placement_by_type.png
The bar under the picture is 100 um long.
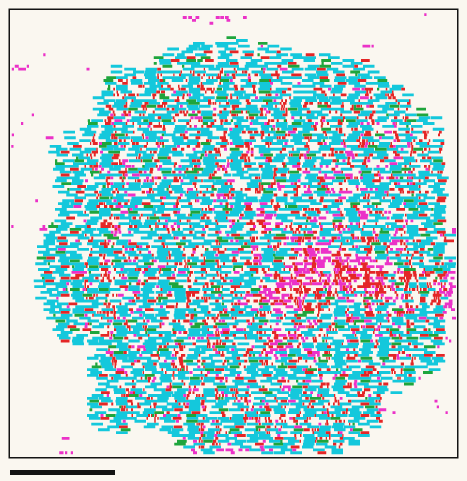
metal_density.png
The bar under the picture is 100 um long. The die is cut into 21 by 21 equal tiles; dark purple is low, yellow is high, scaled to the fullest tile. Values are wire area over tile area, all layers added.
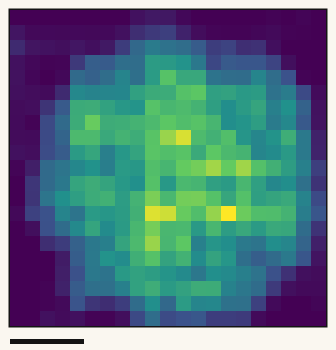
io_fan.png
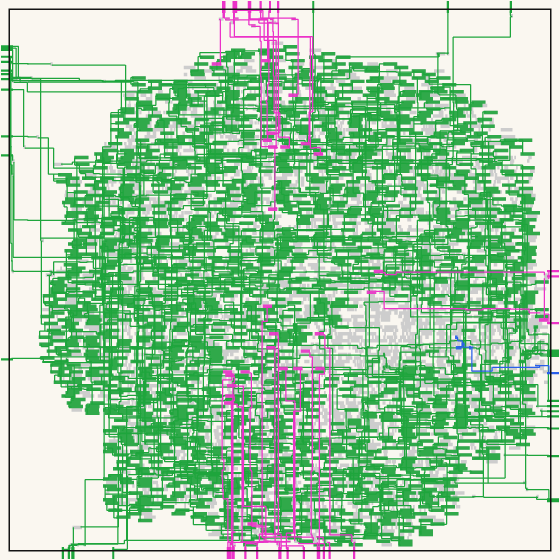
congestion.png
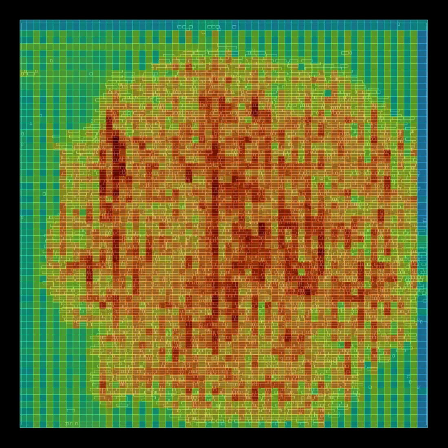
`src/rtl/column_pattern_seq.sv`:
```
// column_pattern_seq
//
// Double-buffered column pattern sequencer. Commands arriving on the SPI
// command strobe fill a back bank of 28-bit column patterns; a trigger
// generator steps through the front bank one column at a time. A SWAP request
// is latched and only takes effect at the next frame boundary, so the
// displayed frame never tears. The frame length is shadowed the same way.
//
// Ports
//   clk            system clock
//   i_RESET_n      synchronous active-low reset
//   i_wr_valid     one-cycle strobe qualifying i_wr_data
//   i_wr_data      command word: [31:28] opcode, [27:0] payload
//   i_step         one-cycle column-advance strobe
//   i_head         one-cycle frame-restart strobe
//   o_pattern      current column pattern (0 when idle or blanked), registered
//   o_col_idx      current column index, registered
//   o_frame_start  one-cycle pulse after each frame boundary
//   o_swap_pending bank swap requested but not yet applied
//   o_err          sticky error flag (bad SET_LEN or reserved opcode)
//
// Opcodes: 0 NOP, 1 SET_ADDR, 2 WRITE, 3 SET_LEN, 4 SWAP, 5 BLANK, 6 CLR_ERR,
// 7..F reserved (flag an error).

module column_pattern_seq #(
    parameter int COLS = 32,
    localparam int AW = $clog2(COLS)
) (
    input  logic          clk,
    input  logic          i_RESET_n,
    input  logic          i_wr_valid,
    input  logic [31:0]   i_wr_data,
    input  logic          i_step,
    input  logic          i_head,
    output logic [27:0]   o_pattern,
    output logic [AW-1:0] o_col_idx,
    output logic          o_frame_start,
    output logic          o_swap_pending,
    output logic          o_err
);

    // Length needs one more bit than the index so that len == COLS fits.
    localparam int LW = AW + 1;
    localparam logic [6:0]    COLS7   = 7'(COLS);
    localparam logic [LW-1:0] COLS_LW = LW'(COLS);

    localparam logic [3:0] OP_NOP      = 4'h0;
    localparam logic [3:0] OP_SET_ADDR = 4'h1;
    localparam logic [3:0] OP_WRITE    = 4'h2;
    localparam logic [3:0] OP_SET_LEN  = 4'h3;
    localparam logic [3:0] OP_SWAP     = 4'h4;
    localparam logic [3:0] OP_BLANK    = 4'h5;
    localparam logic [3:0] OP_CLR_ERR  = 4'h6;

    typedef enum logic [0:0] {
        StIdle,
        StRun
    } state_e;

    state_e state_q, state_d;

    // Pattern storage; deliberately not reset.
    logic [27:0] bank0_mem [COLS];
    logic [27:0] bank1_mem [COLS];

    // front_sel = 0 -> bank0 is displayed, bank1 receives writes.
    logic          front_sel_q, front_sel_d;
    logic [AW-1:0] wptr_q, wptr_d;
    logic [LW-1:0] len_q, len_d;
    logic [LW-1:0] len_shadow_q, len_shadow_d;
    logic          blank_q, blank_d;
    logic          swap_pending_q, swap_pending_d;
    logic          err_q, err_d;
    logic [AW-1:0] col_q, col_d;
    logic          frame_start_q, frame_start_d;
    logic [27:0]   pattern_q, pattern_d;

    logic [3:0]  opcode;
    logic [27:0] payload;
    logic [6:0]  len_val;
    logic        len_legal;
    logic        cmd_write;
    logic        cmd_swap;
    logic        last_col;
    logic        boundary;
    logic [27:0] front_rd;

    assign opcode    = i_wr_data[31:28];
    assign payload   = i_wr_data[27:0];
    assign len_val   = payload[6:0];
    assign len_legal = (len_val != 7'd0) && (len_val <= COLS7);

    assign last_col = ({1'b0, col_q} == (len_q - 1'b1));
    // i_head always forces a boundary; a simultaneous i_step is absorbed.
    assign boundary = i_head || ((state_q == StRun) && i_step && last_col);

    // Command decode.
    always_comb begin
        wptr_d       = wptr_q;
        len_shadow_d = len_shadow_q;
        blank_d      = blank_q;
        err_d        = err_q;
        cmd_write    = 1'b0;
        cmd_swap     = 1'b0;
        if (i_wr_valid) begin
            case (opcode)
                OP_NOP: ;
                OP_SET_ADDR: wptr_d = payload[AW-1:0];
                OP_WRITE: begin
                    cmd_write = 1'b1;
                    wptr_d    = wptr_q + 1'b1;  // power-of-2 depth wraps naturally
                end
                OP_SET_LEN: begin
                    if (len_legal) begin
                        len_shadow_d = len_val[LW-1:0];
                    end else begin
                        err_d = 1'b1;
                    end
                end
                OP_SWAP:    cmd_swap = 1'b1;
                OP_BLANK:   blank_d  = payload[0];
                OP_CLR_ERR: err_d    = 1'b0;
                default:    err_d    = 1'b1;
            endcase
        end
    end

    // Sequencer state machine and frame bookkeeping.
    always_comb begin
        state_d        = state_q;
        col_d          = col_q;
        len_d          = len_q;
        front_sel_d    = front_sel_q;
        swap_pending_d = swap_pending_q;
        frame_start_d  = 1'b0;

        case (state_q)
            StIdle:  if (i_head) state_d = StRun;
            StRun:   state_d = StRun;
            default: state_d = StIdle;
        endcase

        if (boundary) begin
            col_d         = '0;
            frame_start_d = 1'b1;
            len_d         = len_shadow_q;
            // Only a swap already pending before this cycle is applied here.
            if (swap_pending_q) begin
                front_sel_d    = ~front_sel_q;
                swap_pending_d = 1'b0;
            end
        end else if ((state_q == StRun) && i_step) begin
            col_d = col_q + 1'b1;
        end

        // A SWAP arriving on a boundary cycle waits for the next boundary.
        if (cmd_swap) begin
            swap_pending_d = 1'b1;
        end
    end

    // Read the next front column so pattern and index register together.
    always_comb begin
        front_rd  = front_sel_d ? bank1_mem[col_d] : bank0_mem[col_d];
        pattern_d = ((state_d == StRun) && !blank_d) ? front_rd : '0;
    end

    always_ff @(posedge clk) begin
        if (i_RESET_n && cmd_write) begin
            if (front_sel_q) begin
                bank0_mem[wptr_q] <= payload;
            end else begin
                bank1_mem[wptr_q] <= payload;
            end
        end
    end

    always_ff @(posedge clk) begin
        if (!i_RESET_n) begin
            state_q        <= StIdle;
            front_sel_q    <= 1'b0;
            wptr_q         <= '0;
            len_q          <= COLS_LW;
            len_shadow_q   <= COLS_LW;
            blank_q        <= 1'b0;
            swap_pending_q <= 1'b0;
            err_q          <= 1'b0;
            col_q          <= '0;
            frame_start_q  <= 1'b0;
            pattern_q      <= '0;
        end else begin
            state_q        <= state_d;
            front_sel_q    <= front_sel_d;
            wptr_q         <= wptr_d;
            len_q          <= len_d;
            len_shadow_q   <= len_shadow_d;
            blank_q        <= blank_d;
            swap_pending_q <= swap_pending_d;
            err_q          <= err_d;
            col_q          <= col_d;
            frame_start_q  <= frame_start_d;
            pattern_q      <= pattern_d;
        end
    end

    assign o_pattern      = pattern_q;
    assign o_col_idx      = col_q;
    assign o_frame_start  = frame_start_q;
    assign o_swap_pending = swap_pending_q;
    assign o_err          = err_q;

endmodule

```
`config.mk`:
```
export PLATFORM = sky130hd
export DESIGN_NAME = column_pattern_seq
export DESIGN_NICKNAME = d
export VERILOG_FILES = /design/src/rtl/column_pattern_seq.sv
export SDC_FILE = /design/constraint.sdc
export NUM_CORES = 2
export LEC_CHECK = 0
export CORE_UTILIZATION = 40
export CTS_BUF_LIST = sky130_fd_sc_hd__clkbuf_8 sky130_fd_sc_hd__clkbuf_16
export CTS_CLUSTER_SIZE = 40
export DETAILED_ROUTE_END_ITERATION = 8
export SETUP_SLACK_MARGIN = 0.02
export SLEW_MARGIN = 15
export SYNTH_ARGS = -nofsm -noshare
export SYNTH_HDL_FRONTEND = slang
export SYNTH_SLANG_ARGS = --single-unit
export TNS_END_PERCENT = 100
```
`constraint.sdc`:
```
create_clock -name clk -period 4.05 [get_ports clk]
set_clock_uncertainty 0.2 [all_clocks]
set_input_delay 0.81 -clock clk [delete_from_list [all_inputs] [get_ports clk]]
set_output_delay 0.81 -clock clk [all_outputs]
set_load 0.02 [all_outputs]
```
==> impl_metrics.env <==
# source this file to load flow results
export IMPL_drtAntennaViolNets=0
export IMPL_overflow=0
export IMPL_end_kind="register"
export IMPL_power_total_uw=39900
export IMPL_htreeDepth=4
export IMPL_post_route_drc_count=0
export IMPL_wl_met2_um=108000
export IMPL_endpoint="o_pattern[14]"
export IMPL_met3_length_um=27200
export IMPL_r2r_slack_ns=0.10
export IMPL_cp_depth=13
export IMPL_status="finished, final reports clean"
export IMPL_grt_first_pass_wirelength_um=336000
export IMPL_die_y_um=425
export IMPL_setup_viol=0
export IMPL_ys_flop_type="edfxtp_1"
export IMPL_dieArea_um2=180000
export IMPL_ys_warn_count=0
export IMPL_holdPathStages=1
export IMPL_drv_cap=0
export IMPL_reg2reg_to="o_pattern[11]"
export IMPL_startpoint_type="input port"
export IMPL_edf_count=1792
export IMPL_antenna_found_initial=13
export IMPL_cts_resized_gates=5
export IMPL_cpLargestDelayFamily="buffers and inverters"
export IMPL_cts_setup_buffers=0
export IMPL_place_ws_ns=-0.905
export IMPL_leakagePower_uw=0.0292
export IMPL_num_fill_cells=14800
export IMPL_hold_end="bank0_mem[9][17]"
export IMPL_relSlewSlack_pct=14.2
export IMPL_top_layer_used="met5"
export IMPL_drt_first_iter_violations=6744
export IMPL_cts_max_path_buffers=3
export IMPL_setup_tns_ns=0
export IMPL_dr_pass1_iters=6
export IMPL_ir_worst_vdd_uv=398
export IMPL_ys_flops=1848
export IMPL_reg2reg_from="len_q[2]"
export IMPL_cts_inserted_buffers=186
export IMPL_ctsHoldBuffers=0
export IMPL_power_density_nw_per_um2=456
export IMPL_via_per_inst=6.02
export IMPL_simple_gate_area_share_pct=5.03
export IMPL_cp_data_required_time_ns=4.52
export IMPL_drive_gt1_share_pct=23.2
export IMPL_warnings=30
export IMPL_synthTopCellsByArea="edfxtp_1 (75%), mux4_2 (3.9%), a21oi_1 (3.6%), nand2_1 (3.1%), a221oi_1 (1.6%)"
export IMPL_numClockSinks=1848
export IMPL_period_used_pct=97.7
export IMPL_yosysSeqAreaShare_pct=76.9
export IMPL_top_area_cell="edfxtp_1"
export IMPL_crit_path_top_delay_cell="clkdlybuf4s50_1"
Notes on placement_by_type.png above:
Green stands for clock drivers and dummy loads, cells 336, share of their area 7.1%. Magenta stands for other buffers and delay cells, cells 758, share of their area 8.9%. Red stands for combinational and other logic, cells 2,347, share of their area 19%. Cyan stands for flops, cells 1,848, share of their area 65%.
utilization after layout: 49.4%
CORE AREA: 177,000 um^2
final non-filler cell area: 87,400 um^2
row cnt: 154

Notes on metal_density.png above:
36% of the tiles are over half the peak. The fullest tile reaches 0.64. The emptiest ninth of the die: upper left. 15% of the tiles are nearly empty.
average wire per standard cell: 31.5 um
global-route usage over all layers: 26.4%
DR vias: 46.0k
final WL: 240,000 um

Notes on io_fan.png above:
Magenta stands for `o_pattern`, bits 28, direction output, edge 15 bottom, 10 top, 3 right, end cells 28, buffers 28, wire 4,030 um. Green stands for `i_wr_data`, bits 32, direction input, edge 12 right, 12 left, 5 bottom, 3 top, end cells 1,819, buffers 75, wire 42.9 mm. Blue stands for `i_step`, bits 1, direction input, edge right, end cells 5, buffers 2, wire 120 um.
Port Buffers: 72
I/O pins: 73

Notes on congestion.png above:
met2 Use GR: 39.6%
Top Usage Layer GRT: met2
met1 Use GR: 36.8%
grt met3 use: 5.92%

## cell type report
class	count	area, um^2	area share [%]
diodes	3	7.51	0.00859
clock buffers	196	4810	5.51
clock inverters	140	1150	1.31
inverters	9	33.8	0.0387
multi-input cells	2338	16000	18.3
flip-flops and latches	1848	54900	62.9
well taps	2340	2930	3.35
repair buffers	758	7550	8.64
## Yosys cell counts (7+ instances only)
library cell,count
a211oi_1,69
a21o_1,7
a21oi_1,516
a221o_1,7
a221oi_1,129
a222oi_1,22
a22o_1,8
a22oi_1,38
a2bb2oi_1,20
a31oi_1,9
and2_1,8
and3_1,10
buf_1,38
buf_2,73
buf_4,8
clkbuf_1,178
dfxtp_1,56
edfxtp_1,1792
inv_1,9
mux2_2,23
mux2i_1,104
mux4_2,124
nand2_1,587
nand3_1,24
nor2_1,164
nor3_1,54
o211ai_1,10
o21ai_0,217
o221ai_1,10
o22ai_1,11
o31ai_1,40
o32ai_1,18
## report_power, final
part | leakage (uW) | switching (uW) | internal, uW
Combinational | 0.00951 | 1260 | 659
Sequential | 0.0166 | 45.2 | 21000
Clock | 0.00309 | 7340 | 9590
Total | 0.0292 | 8640 | 31200
## worst register-to-register path, stage by stage (launching register included)
cell and delay [ns]:
dfxtp_1 0.34, or2_2 0.32, or4_1 0.47, nand4_1 0.14
buf_4 0.21, buf_4 0.16, o21ai_4 0.07, buf_6 0.19
buf_4 0.23, buf_4 0.18, o31ai_1 0.34, buf_4 0.19
o22ai_1 0.06, o211ai_1 0.56, o31ai_1 0.17
## flip-flops by register name, summed over array words and instances, names as in the netlist
signal,count
bank0_mem,896
bank1_mem,896
blank_q,1
front_sel_q,1
len_q,6
len_shadow_q,6
o_col_idx,5
o_err,1
o_frame_start,1
o_pattern,28
o_swap_pending,1
state_q,1
wptr_q,5
Power and IR drop assume default switching activity.
